===== src/rtl/text_rx_buffer.sv =====
// Receive buffer for framed ASCII text: strips STX/EOT, stores the payload,
// checks the trailing XOR checksum and exposes a registered read port.
module text_rx_buffer #(
  parameter int          ADDR_W = 8,
  parameter logic [7:0]  SOF    = 8'h02,
  parameter logic [7:0]  EOF    = 8'h04
) (
  input  logic              clk,
  input  logic              reset,
  input  logic [7:0]        in_data,
  input  logic              in_valid,
  output logic              in_ready,
  input  logic              ack,
  output logic              msg_done,
  output logic              msg_ok,
  output logic              overflow,
  output logic [ADDR_W:0]   msg_len,
  input  logic [ADDR_W-1:0] rd_addr,
  output logic [7:0]        rd_data,
  output logic [1:0]        dbg_state
);

  localparam int DEPTH = 2**ADDR_W;
  localparam logic [ADDR_W:0] LEN_MAX = (ADDR_W+1)'(DEPTH);

  // Handshake: a byte transfers on a rising edge where in_valid && in_ready.
  // in_ready is low only while a completed frame waits for ack.
  typedef enum logic [1:0] {
    IDLE    = 2'd0,
    PAYLOAD = 2'd1,
    CHECK   = 2'd2,
    DONE    = 2'd3
  } state_t;

  state_t          state, state_next;
  logic [7:0]      run_xor, xor_next;
  logic [ADDR_W:0] len_next;
  logic            ovf_next, ok_next, done_next;
  logic            wr_en;
  logic            accept;
  logic [7:0]      mem [DEPTH];

  assign accept    = in_valid && in_ready;
  assign dbg_state = state;

  always_comb begin
    state_next = state;
    len_next   = msg_len;
    xor_next   = run_xor;
    ovf_next   = overflow;
    ok_next    = msg_ok;
    done_next  = msg_done;
    wr_en      = 1'b0;
    unique case (state)
      IDLE: begin
        if (accept && in_data == SOF) begin
          state_next = PAYLOAD;
          len_next   = '0;
          xor_next   = '0;
          ovf_next   = 1'b0;
          ok_next    = 1'b0;
        end
      end
      PAYLOAD: begin
        if (accept) begin
          if (in_data == EOF) begin
            state_next = CHECK;
          end else if (in_data == SOF) begin
            // A fresh STX abandons the partial frame and starts over.
            len_next = '0;
            xor_next = '0;
            ovf_next = 1'b0;
            ok_next  = 1'b0;
          end else begin
            xor_next = run_xor ^ in_data;
            if (msg_len < LEN_MAX) begin
              wr_en    = 1'b1;
              len_next = msg_len + 1'b1;
            end else begin
              ovf_next = 1'b1;
            end
          end
        end
      end
      CHECK: begin
        if (accept) begin
          ok_next    = (in_data == run_xor) && !overflow;
          done_next  = 1'b1;
          state_next = DONE;
        end
      end
      DONE: begin
        if (ack) begin
          done_next  = 1'b0;
          state_next = IDLE;
        end
      end
      default: state_next = IDLE;
    endcase
  end

  always_ff @(posedge clk or negedge reset) begin
    if (!reset) begin
      state    <= IDLE;
      in_ready <= 1'b1;
      msg_done <= 1'b0;
      msg_ok   <= 1'b0;
      overflow <= 1'b0;
      msg_len  <= '0;
      run_xor  <= '0;
    end else begin
      state    <= state_next;
      in_ready <= (state_next != DONE);
      msg_done <= done_next;
      msg_ok   <= ok_next;
      overflow <= ovf_next;
      msg_len  <= len_next;
      run_xor  <= xor_next;
    end
  end

  // Buffer contents are deliberately left unreset.
  always_ff @(posedge clk) begin
    if (wr_en) begin
      mem[msg_len[ADDR_W-1:0]] <= in_data;
    end
  end

  always_ff @(posedge clk or negedge reset) begin
    if (!reset) begin
      rd_data <= '0;
    end else begin
      rd_data <= mem[rd_addr];
    end
  end

endmodule


===== config.mk =====
export PLATFORM = sky130hd
export DESIGN_NAME = text_rx_buffer
export DESIGN_NICKNAME = d
export VERILOG_FILES = /design/src/rtl/text_rx_buffer.sv
export SDC_FILE = /design/constraint.sdc
export NUM_CORES = 2
export LEC_CHECK = 0
export CELL_PAD_IN_SITES_DETAIL_PLACEMENT = 0
export CELL_PAD_IN_SITES_GLOBAL_PLACEMENT = 1
export CORE_ASPECT_RATIO = 1.75
export CORE_UTILIZATION = 50
export DETAILED_ROUTE_END_ITERATION = 7
export PLACE_DENSITY_LB_ADDON = 0.1
export REMOVE_ABC_BUFFERS = 1
export SETUP_SLACK_MARGIN = 0.4
export SLEW_MARGIN = 20
export SYNTH_ARGS = -nofsm -noshare
export SYNTH_HDL_FRONTEND = slang
export SYNTH_SLANG_ARGS = --single-unit

===== constraint.sdc =====
create_clock -name clk -period 2.4 [get_ports clk]
set_input_delay 0.24 -clock clk [delete_from_list [all_inputs] [get_ports clk]]
set_output_delay 0.24 -clock clk [all_outputs]
set_load 0.02 [all_outputs]

metal_stack.png
Drawn at 1 px/um.
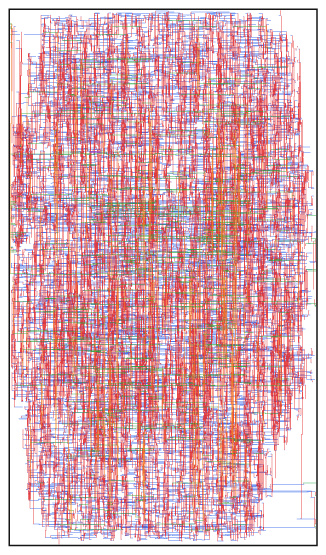
Orange shows met4, wire length 12500 um. Green shows met3, wire length 11900 um. Purple shows met5, wire length 9.20 um. Red shows met2, wire length 122 mm. Blue shows met1, wire length 79.2 mm.

met2.png
Drawn at 1 px/um.
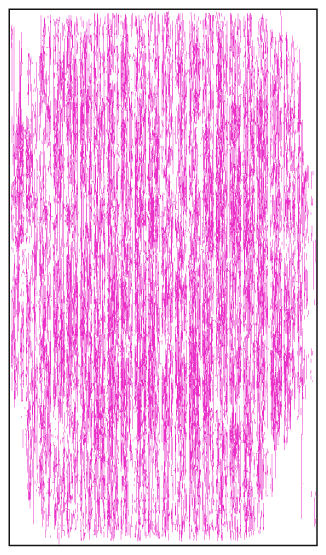
The wires run mostly vertical. The layer holds 54% of the routed length. The layer carries 122 mm of wire.

==> run notes <==
The run gives -0.135 ns as the minimum setup slack in the final design. 4 antenna diodes ended up in the layout. The worst-path maximum fanout came out at 16. Setup violations remaining at the end of the flow were counted as 1412. The first detailed-routing pass ran for 5 iterations. Layout overhead on the synthesized area: 19.7%. For the I/O pin count, the log shows 43. Worst slew margin relative to its limit: 28.3%. After layout the signal buffers, clock cells excluded, come to 8.21% of cell area. The run finished, with violations left. The run gives 195 for the count of standard-cell rows. Grouping stages by cell kind, the critical path spends the most delay in simple AND/OR/NAND/NOR gates. The run gives 106% for the final period utilization. Kind of critical path: reg -> reg. The signal on the critical path passes through nand2_2 -> nor3_2 -> or4b_4 -> nor3b_4 -> buf_6 -> nand2_2 -> buf_12 -> nor2_2 -> buf_6. The sequential cell area share was 64.2%. Static timing analysis puts the maximum clock frequency at 0.394 GHz. The area fraction of clock buffers and clock inverters was 6.21%. In the layout the commonest cells are 2048 x sky130_fd_sc_hd__edfxtp_1, 589 x sky130_fd_sc_hd__buf_4, 447 x sky130_fd_sc_hd__mux4_2. The proportion of synthesized flip-flops having asynchronous set or reset came out at 1.49%. The checks that failed: negative setup slack. Per the post-place timing report, worst setup slack is -0.812 ns. At the end of the flow the core is filled with cells to 60.2%.
final_clocks.png
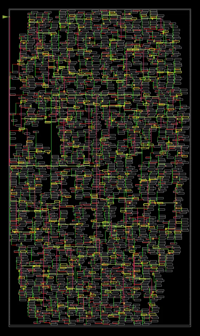
TritonCTS sink count: 2079
TritonCTS buffer count: 190
power in the clock group: 0.0299 W

[what timing repair did]
item | in CTS | in global routing
hold buffers | 5 | 0
resized | 170 | 148
setup buffers | 11 | 10
hold endpoints to repair | 57 | 0
setup endpoints to repair | 2079 | 2137
gates cloned | 1 | 1
pin swaps | 12 | 5
[metal layers]
metal	vias up	wire (um)	part of all wire (%)
li1	17767	-	-
met1	22407	79200	35
met2	1467	122000	54
met3	429	11900	5.3
met5	-	9	0.0040
met4	2	12500	5.5
[where the power goes]
part           total [W]  leakage (nW)  switching, W  internal (W)
Sequential        0.0404          18.8      0.000196        0.0402
Combinational    0.00703          10.0       0.00448       0.00255
Clock             0.0299          2.94        0.0129        0.0170
[sequential cells by signal, indices dropped and copies added (netlist names)]
register   flops
dbg_state      2
in_ready       1
mem         2048
msg_done       1
msg_len        9
msg_ok         1
overflow       1
rd_data        8
run_xor        8
[kinds of logic after synthesis]
kind of cell               share of synthesized area, %
AOI/OAI and AO/OA                                  3.49
DFF                                                76.8
and+or+nand+nor                                    2.81
adders and majority gates                        0.0617
buffers and inverters                              1.82
muxes                                              15.0
[worst reg2reg max path, stage by stage, from the launching register on]
cell,delay [ns]
sky130_fd_sc_hd__dfstp_2,0.54
sky130_fd_sc_hd__nand2_2,0.06
sky130_fd_sc_hd__nor3_2,0.11
sky130_fd_sc_hd__or4b_4,0.54
sky130_fd_sc_hd__nor3b_4,0.28
sky130_fd_sc_hd__buf_6,0.15
sky130_fd_sc_hd__nand2_2,0.06
sky130_fd_sc_hd__buf_12,0.16
sky130_fd_sc_hd__nor2_2,0.16
sky130_fd_sc_hd__buf_6,0.17
[metrics by stage]
stage	power [W]	area [sq um]
floorplan	0.0432	79600
global placement	0.0479	89500
detailed placement	0.0480	89500
CTS	0.0778	96300
global route	0.0792	97000
finish	0.0773	97000
No activity file was given, so power comes from the tool's default toggle rates.
